===== src/rtl/booth_mult_seq.sv =====
// booth_mult_seq: sequential signed multiplier, radix-2 Booth recoding,
// one recoding step per clock, start/done handshake.
//
// Ports:
//   clk          rising-edge clock
//   rst          synchronous active-high reset
//   start        request, sampled only while busy=0
//   multiplicand signed operand M (N bits), captured on accepted start
//   multiplier   signed operand Q (N bits), captured on accepted start
//   busy         high while an operation is running
//   done         one-cycle pulse, product valid from this cycle
//   product      signed 2N-bit M*Q, held until the next result
//
// Optional build macro BOOTH_EARLY_EXIT_EN: finish as soon as the remaining
// multiplier bits would only produce no-op recodings (variable latency).
module booth_mult_seq #(
  parameter int N = 5
) (
  input  logic             clk,
  input  logic             rst,
  input  logic             start,
  input  logic [N-1:0]     multiplicand,
  input  logic [N-1:0]     multiplier,
  output logic             busy,
  output logic             done,
  output logic [2*N-1:0]   product
);

  localparam int CW = $clog2(N + 1);

  typedef enum logic [1:0] {IDLE, RUN, DONE} state_t;

  state_t          state_q, state_d;
  logic [N:0]      a_q, mr_q;
  logic [N-1:0]    qr_q;
  logic            q1_q;
  logic [CW-1:0]   cnt_q;

  logic [N:0]      sum, a_sh;
  logic [N-1:0]    qr_sh;
  logic            q1_sh;
  logic            early;
  logic            last_step;

  // One Booth step: recode, add/sub, then arithmetic shift of {A,Qr,q_1}.
  always_comb begin
    sum = a_q;
    case ({qr_q[0], q1_q})
      2'b01:   sum = a_q + mr_q;
      2'b10:   sum = a_q - mr_q;
      default: sum = a_q;
    endcase
    a_sh  = {sum[N], sum[N:1]};
    qr_sh = {sum[0], qr_q[N-1:1]};
    q1_sh = qr_q[0];
  end

`ifdef BOOTH_EARLY_EXIT_EN
  logic [2*N-1:0] early_prod;

  // Remaining recodings are all 00/11 when every unprocessed Qr bit equals
  // q_1; the rest of the run then reduces to a plain arithmetic shift.
  always_comb begin
    early = (cnt_q != '0);
    for (int unsigned i = 0; i < N; i++) begin
      if ((i < 32'(cnt_q)) && (qr_q[i] != q1_q)) early = 1'b0;
    end
    early_prod = (2*N)'($signed({a_q, qr_q}) >>> cnt_q);
  end
`else
  assign early = 1'b0;
`endif

  assign last_step = (cnt_q == CW'(1)) || early;

  always_ff @(posedge clk) begin
    if (rst) state_q <= IDLE;
    else     state_q <= state_d;
  end

  always_comb begin
    state_d = state_q;
    case (state_q)
      IDLE:    if (start) state_d = RUN;
      RUN:     if (last_step) state_d = DONE;
      DONE:    state_d = start ? RUN : IDLE;
      default: state_d = IDLE;
    endcase
  end

  always_ff @(posedge clk) begin
    if (rst) begin
      a_q     <= '0;
      mr_q    <= '0;
      qr_q    <= '0;
      q1_q    <= 1'b0;
      cnt_q   <= '0;
      product <= '0;
    end else if (state_q != RUN) begin
      if (start) begin
        mr_q  <= {multiplicand[N-1], multiplicand};
        qr_q  <= multiplier;
        a_q   <= '0;
        q1_q  <= 1'b0;
        cnt_q <= CW'(N);
      end
    end else begin
      a_q   <= a_sh;
      qr_q  <= qr_sh;
      q1_q  <= q1_sh;
      cnt_q <= cnt_q - CW'(1);
`ifdef BOOTH_EARLY_EXIT_EN
      if (early) product <= early_prod;
      else if (last_step) product <= {a_sh[N-1:0], qr_sh};
`else
      if (last_step) product <= {a_sh[N-1:0], qr_sh};
`endif
    end
  end

  assign busy = (state_q == RUN);
  assign done = (state_q == DONE);

endmodule


===== config.mk =====
export PLATFORM = sky130hd
export DESIGN_NAME = booth_mult_seq
export DESIGN_NICKNAME = d
export VERILOG_FILES = /design/src/rtl/booth_mult_seq.sv
export SDC_FILE = /design/constraint.sdc
export NUM_CORES = 1
export LEC_CHECK = 0
export ABC_AREA = 0
export CAP_MARGIN = 20
export CORE_MARGIN = 2
export CORE_UTILIZATION = 40
export CTS_BUF_LIST = sky130_fd_sc_hd__clkbuf_4 sky130_fd_sc_hd__clkbuf_8 sky130_fd_sc_hd__clkbuf_16
export CTS_CLUSTER_DIAMETER = 150
export DETAILED_ROUTE_END_ITERATION = 6
export GPL_TIMING_DRIVEN = 0
export PLACE_DENSITY = 0.67
export SLEW_MARGIN = 20
export SYNTH_ARGS = -nofsm -noshare
export SYNTH_HDL_FRONTEND = slang
export SYNTH_SLANG_ARGS = --single-unit

===== constraint.sdc =====
create_clock -name clk -period 3.82 [get_ports clk]
set_input_delay 0.955 -clock clk [delete_from_list [all_inputs] [get_ports clk]]
set_output_delay 0.955 -clock clk [all_outputs]
set_load 0.01 [all_outputs]

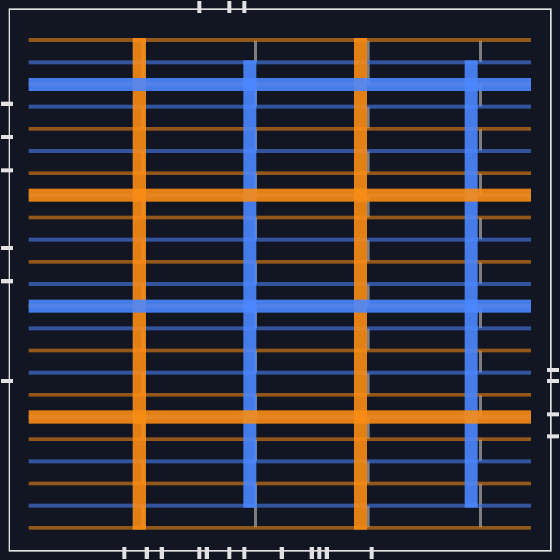
(images/power_grid.png)
Pins as bars on the die edge. Tap cells in grey.
VDD -> blue
VSS -> orange
met4 straps = 4
met1 rails = 23
Max VDD drop: 0.304 mV
Die Ht: 66.3 um
Core Area: 0.00369 mm2

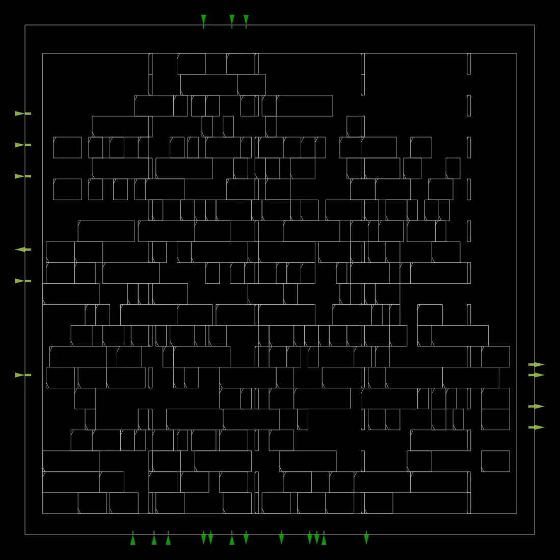
(images/placement.png)
Finished Core Util: 53.0%
# Taps: 48
Filler cells: 365

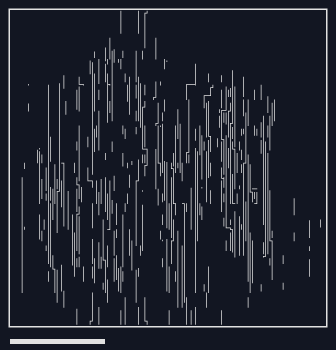
(images/layer_met2.png)
Scale bar: 20 um.
main direction = vertical
nets with wire on the layer = 184
vias post-DR: 1,367
final wirelength: 3540 um
GR Layer Usage met2: 29.0%

==> flow_metrics.py <==
# Generated from Yosys and OpenROAD reports
metrics = {
    "outcome": {
        "status": "complete, no violations",
    },
    "worst_setup_path": {
        "worstPathRequired_ns": 2.86,
        "crit_slowest_cell": "clkdlybuf4s50_1",
        "cp-end-kind": "output pin",
        "crit_arrival_ns": 1.57,
        "crit_chain": "nand2b_1 > clkinv_1 > clkdlybuf4s50_1",
        "critPathMaxStageDelay_ns": 0.57,
        "cp-start-kind": "register",
        "critical_path_class": "register to output pin",
    },
    "timing": {
        "skew_ns": 0.00850,
        "timing.final.ws_setup_ns": 1.29,
        "period_needed_ns": 2.53,
        "period_used_pct": 66.2,
        "timing.fmax_mhz": 396,
        "final-hold-violation-count": 0,
        "timing.setup.tns_ns": 0,
        "setup_violations": 0,
        "rsz0062_at_grt": "false",
        "relSlewSlack_pct": 67.1,
    },
    "power_and_ir_drop": {
        "p_clk_share_pct": 35.2,
        "power.leakage_nw": 0.753,
        "power_mw": 0.837,
        "sw_frac_of_total_pct": 28.9,
        "intPower_mw": 0.595,
        "combPwrFrac_pct": 22.1,
        "seq_power_share_pct": 42.7,
    },
    "routing": {
        "via_per_inst": 5.28,
        "wl_per_cell_um": 13.7,
        "drc": 0,
        "drtPass1Iterations": 4,
        "ant_nets": 0,
    },
    "yosys": {
        "post-synth-top-area-fraction_pct": 40.0,
        "top_cells_by_area": "dfxtp_1 (40%), ha_1 (7.3%), mux2i_1 (5.2%), nor2_1 (4.4%), nand3_1 (4.2%)",
        "synth_seq_share_pct": 40.0,
        "syn_inst": 179,
        "ys_cells": 179,
        "ys_types": 35,
        "synth_flops": 31,
        "netlist_area_mm2": 0.00155,
        "syn_avg_cell_area_um2": 8.66,
        "ys_area_mm2": 0.00155,
        "synth_top_cell_by_area": "dfxtp_1",
        "ys_warn_count": 0,
    },
    "clocking": {
        "post_cts_buffers": 0,
        "htreeDepth": 2,
        "cts_buffers": 5,
        "ctsResizeCount": 0,
        "hold_buffers": 0,
        "clk_path_buf_depth": 2,
        "cts_tree": "built",
        "clkTransAtPathRegs_ns": 0.07,
        "insertion_delay_ns": 0.28,
        "cts.sinks": 31,
        "root_buffer": "clkbuf_8",
    },
    "cells_and_area": {
        "drive_gt1_share_pct": 8.06,
        "lay_top_count": "dfxtp_1",
        "antennaDiodeCount": 0,
        "syn2layout_area_growth_pct": 26.1,
    },
    "global_routing": {
        "met1_usage_pct": 22.6,
        "antenna_found_initial": 0,
        "grt_pass1_vias": 1321,
        "grt_pass1_wl_um": 6060,
        "grtUsageMet3_pct": 3.75,
        "grt_max_degree": 11,
        "gr-total-overflow": 0,
    },
    "placement": {
        "hpwl_um": 2540,
        "numPortBuffers": 24,
        "place_ws_ns": 1.41,
    },
    "floorplan": {
        "chip_area_mm2": 0.00439,
        "die_x_um": 66.3,
        "rows": 22,
        "io_pins": 25,
        "fp-utilization_pct": 42.0,
    },
    "run": {
        "max_cap_violations": 0,
    },
    "worst_hold_path": {
        "hp-class": "register to register",
    },
}
==> stage by stage <==
step | util [%] | cell area, um2 | hold slack (ns) | cells
after CTS | 53.0 | 1950 | 0.462 | 259
after global routing | 53.0 | 1950 | 0.492 | 259
final | 53.0 | 1950 | 0.453 | 259
after global placement | 50.2 | 1850 | 0.440 | 251
after detailed placement | 50.2 | 1850 | 0.446 | 251
after floorplan | - | 1550 | 0.438 | 179
==> worst max-delay path: cells and delay by family, from the launching register on <==
family / cells / cell delay (ns)
buffers and inverters: 2 / 0.84
and+or+nand+nor: 1 / 0.13
DFF: 1 / 0.31
==> power by group through the flow <==
stage | registers [mW] | clock network, mW | logic [mW]
floorplan | 0.361 | 0 | 0.132
finish | 0.357 | 0.294 | 0.185
detailed placement | 0.364 | 0 | 0.185
CTS | 0.357 | 0.298 | 0.186
global route | 0.359 | 0.311 | 0.209
global placement | 0.364 | 0 | 0.182
==> registers in the layout (all words and copies together), names as in the netlist <==
| register | cells |
|---|---|
| a_q | 5 |
| cnt_q | 3 |
| mr_q | 5 |
| product | 10 |
| q1_q | 1 |
| qr_q | 5 |
| state_q | 2 |
==> cells in the mapped netlist <==
cell type  number
buf_2           5
nor3_1          3
a31o_1          1
nand2_1        16
inv_1          10
dfxtp_1        31
clkbuf_1        2
nor2_1         18
a311oi_1        1
o22ai_1         2
nor2b_1         2
o21ai_0         4
clkinv_1        2
xnor2_1         5
or2_0           1
nor4_2          1
a32oi_1         1
nand4_1         2
a211oi_1        6
a21oi_1        12
a21o_1          3
a21o_2          1
a2bb2oi_1       1
fa_1            1
mux2_2          1
mux2i_1         8
nand2b_1        3
nor2_2          1
nand3_1        13
o2111ai_1       1
a22o_1          7
o21ai_1         1
ha_1            9
a311o_1         1
a31oi_1         3
==> kinds of logic after synthesis <==
| kind of cell | count (synthesis) | share of synthesized area [%] |
|---|---|---|
| compound gates | 45 | 19.9 |
| xor+xnor | 5 | 2.82 |
| fa+ha+maj | 10 | 8.56 |
| buf+inv | 19 | 5.00 |
| flops | 31 | 40.0 |
| mux | 9 | 5.89 |
| simple gates | 60 | 17.8 |
==> cell type report <==
| type | instances | area (um2) | area share (%) |
|---|---|---|---|
| Buffer | 7 | 32.5 | 1.66 |
| Multi-Input combinational cell | 129 | 852 | 43.6 |
| Inverter | 12 | 45.0 | 2.30 |
| Clock buffer | 8 | 104 | 5.31 |
| Timing Repair Buffer | 24 | 240 | 12.3 |
| Tap cell | 48 | 60.1 | 3.07 |
| Sequential cell | 31 | 621 | 31.8 |
==> per-layer routing <==
layer  routed length, um  vias up  part of all wire (%)
met2                1620       22                    46
li1                    -      703                     -
met4                  94        0                   2.7
met5                   0        -                     0
met3                  93        8                   2.6
met1                1730      634                    49
==> worst paths after layout <==
path | start | to | slack (ns) | cells after the start
setup / recovery | state_q[1] | busy | 1.29 | 3
setup reg to reg | mr_q[0] | a_q[4] | 1.41 | 9
hold / removal | product[8] | product[8] | 0.45 | 2
hold reg to reg | product[8] | product[8] | 0.45 | 2
Power and IR drop assume default switching activity.
